**config.mk**
```make
export PLATFORM = sky130hd
export DESIGN_NAME = prev_prime_finder
export DESIGN_NICKNAME = d
export VERILOG_FILES = /design/src/rtl/prev_prime_finder.sv
export SDC_FILE = /design/constraint.sdc
export NUM_CORES = 1
export LEC_CHECK = 0
export ABC_AREA = 1
export CORE_MARGIN = 2
export CORE_UTILIZATION = 40
export CTS_CLUSTER_SIZE = 16
export DETAILED_ROUTE_END_ITERATION = 10
export MAX_ROUTING_LAYER = met4
export PLACE_DENSITY = 0.66
export SETUP_SLACK_MARGIN = 0.2
export SLEW_MARGIN = 15
export SYNTH_ARGS = -nofsm -noshare
export SYNTH_HDL_FRONTEND = slang
export SYNTH_SLANG_ARGS = --single-unit
```
**constraint.sdc**
```tcl
create_clock -name clk -period 5.2 [get_ports clk]
set_input_delay 1.04 -clock clk [delete_from_list [all_inputs] [get_ports clk]]
set_output_delay 1.04 -clock clk [all_outputs]
set_load 0.02 [all_outputs]
```
**src/rtl/prev_prime_finder.sv**
```systemverilog
// Finds the largest prime strictly below num_in.
// Divisibility is tested by trial division, using one subtraction per cycle.
module prev_prime_finder #(
  parameter int unsigned WIDTH = 7
) (
  input  logic             clk,
  input  logic             rst,
  input  logic             start,
  input  logic [WIDTH-1:0] num_in,
  output logic [WIDTH-1:0] prime_out,
  output logic             found,
  output logic             busy,
  output logic             done
);

  localparam int unsigned PW = 2 * WIDTH;

  typedef enum logic [1:0] {IDLE, CAND, DIV, RESULT} state_t;

  state_t           state;
  logic [WIDTH-1:0] cand;
  logic [WIDTH-1:0] div;
  logic [WIDTH-1:0] rem;
  logic [PW-1:0]    div_sq_c;
  logic             div_over_c;

  // The square is formed at double width, so a large divisor cannot wrap.
  assign div_sq_c   = PW'(div) * PW'(div);
  assign div_over_c = div_sq_c > PW'(cand);

  always_ff @(posedge clk) begin
    if (rst) begin
      state     <= IDLE;
      cand      <= '0;
      div       <= '0;
      rem       <= '0;
      prime_out <= '0;
      found     <= 1'b0;
      busy      <= 1'b0;
      done      <= 1'b0;
    end else begin
      case (state)
        IDLE: begin
          done <= 1'b0;
          if (start) begin
            // A bound of 2 or less has no prime below it. Forcing cand to 0
            // also keeps num_in = 0 from wrapping to all-ones.
            cand  <= (num_in <= WIDTH'(2)) ? '0 : num_in - WIDTH'(1);
            busy  <= 1'b1;
            state <= CAND;
          end
        end
        CAND: begin
          if (cand < WIDTH'(2)) begin
            prime_out <= '0;
            found     <= 1'b0;
            busy      <= 1'b0;
            done      <= 1'b1;
            state     <= RESULT;
          end else begin
            div   <= WIDTH'(2);
            rem   <= cand;
            state <= DIV;
          end
        end
        DIV: begin
          if (div_over_c) begin
            prime_out <= cand;
            found     <= 1'b1;
            busy      <= 1'b0;
            done      <= 1'b1;
            state     <= RESULT;
          end else if (rem >= div) begin
            rem <= rem - div;
          end else if (rem == '0) begin
            cand  <= cand - WIDTH'(1);
            state <= CAND;
          end else begin
            div <= div + WIDTH'(1);
            rem <= cand;
          end
        end
        RESULT: begin
          // A start that arrives in this cycle is ignored.
          done  <= 1'b0;
          state <= IDLE;
        end
        default: state <= IDLE;
      endcase
    end
  end

endmodule
```
==> results.tsv <==
stage	metric	value	unit
global_routing	use_met3	2.49	%
worst_setup_path	cp_slowest_cell	fa_1	
sta	max_freq	213	MHz
worst_hold_path	hold_end	found$_SDFFE_PP0P_	
power	power.density	382	mW/mm2
worst_setup_path	cp_top_family	adder cells	
detailed_routing	route.top_layer_used	met4	
global_routing	antenna_found_initial	0	
clock_tree	clk_pin_slew_worst_paths	0.08	ns
worst_setup_path	r2r-end	rem[4]$_SDFFE_PP0P_	
cells_and_area	final_area	0.00454	mm2
logic_synthesis	ys.warnings.count	0	
cells_and_area	biggestCellCategory	multi-input combinational cells	
place	io_buffers	19	
sta	fin_crit	4.70	ns
floorplanning	die_h	103	um
floorplanning	fp_util	40.9	%
power	p_seq_share	20.5	%
logic_synthesis	muxShareOfSynthArea	0.253	%
outcome	status	finished, final reports clean	
global_routing	grt_max_degree	23	
cells_and_area	num-nonclk-buffers	29	
power	p_seq	0.356	mW
power	p_sw_share	49.2	%
place	place.gp.congestion	0.925	
clock_tree	cts_tree	done	
clock_tree	cts.sinks	33	
sta	worstMarginPinSlew	0.922	ns
cells_and_area	comb_cells	462	
worst_hold_path	hp-start	found$_SDFFE_PP0P_	
[cells in the mapped netlist, drive strengths merged]
master and number:
nand3b 1, o21ai 12, nor4 1, a21o 1, nand4 21, dfxtp 33
xnor2 7, nor2 69, fa 14, clkinv 1, xor2 18, o31ai 1
nor3 5, a31oi 2, nor3b 1, ha 47, inv 108, o22ai 4
mux2i 1, nand2 174, buf 7, a21oi 36, and3 1, clkbuf 10
o21bai 2, nand3 38, or2 3
[per-stage QoR]
stage | hold slack (ns) | std cells | total power, mW | util [%]
CTS | 0.467 | 766 | 1.61 | 45.4
floorplan | 0.460 | 618 | 1.12 | -
global placement | 0.452 | 758 | 1.29 | 44.0
detailed placement | 0.455 | 758 | 1.31 | 44.0
global route | 0.479 | 774 | 1.89 | 46.9
finish | 0.465 | 774 | 1.73 | 46.9
==> images/final_placement.png <==
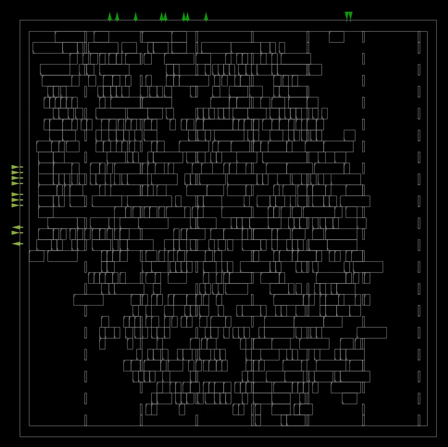
Seq/total area: 14.6%
Rows: 36
final cell count without fillers: 774

==> images/zoom.png <==
Region (32, 32) to (72, 72) um. Cells in grey, sequential cells in the stronger grey; small squares are vias.
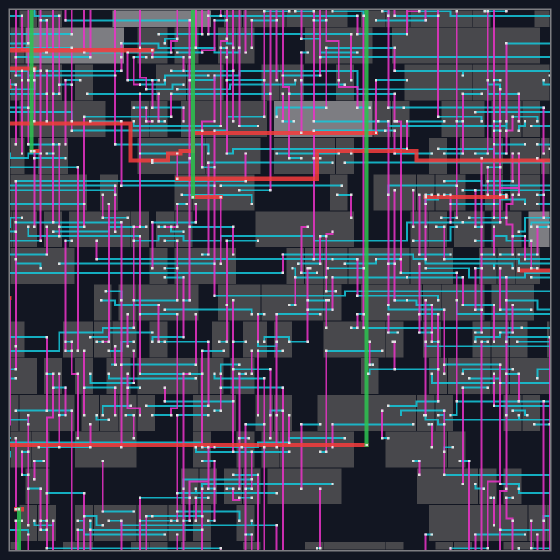
green -> met4
cyan -> met1
magenta -> met2
red -> met3
sequential cells in the window = 2
netlist names of flops here include = cand (1), rem (1)
most frequent = nand2_1 (38), inv_1 (21), nor2_1 (16)
cells with their middle in the window = 146

==> images/metal_stack.png <==
(4 px per um) Two of the layers only.
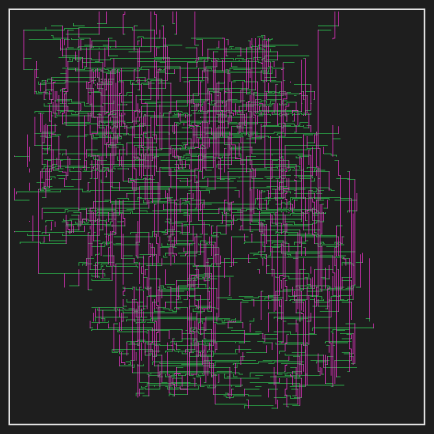
green -> met1  # wire length 4,640 um
magenta -> met2  # wire length 4,600 um

Power figures rest on the tool's default switching activity, not on a simulated workload.
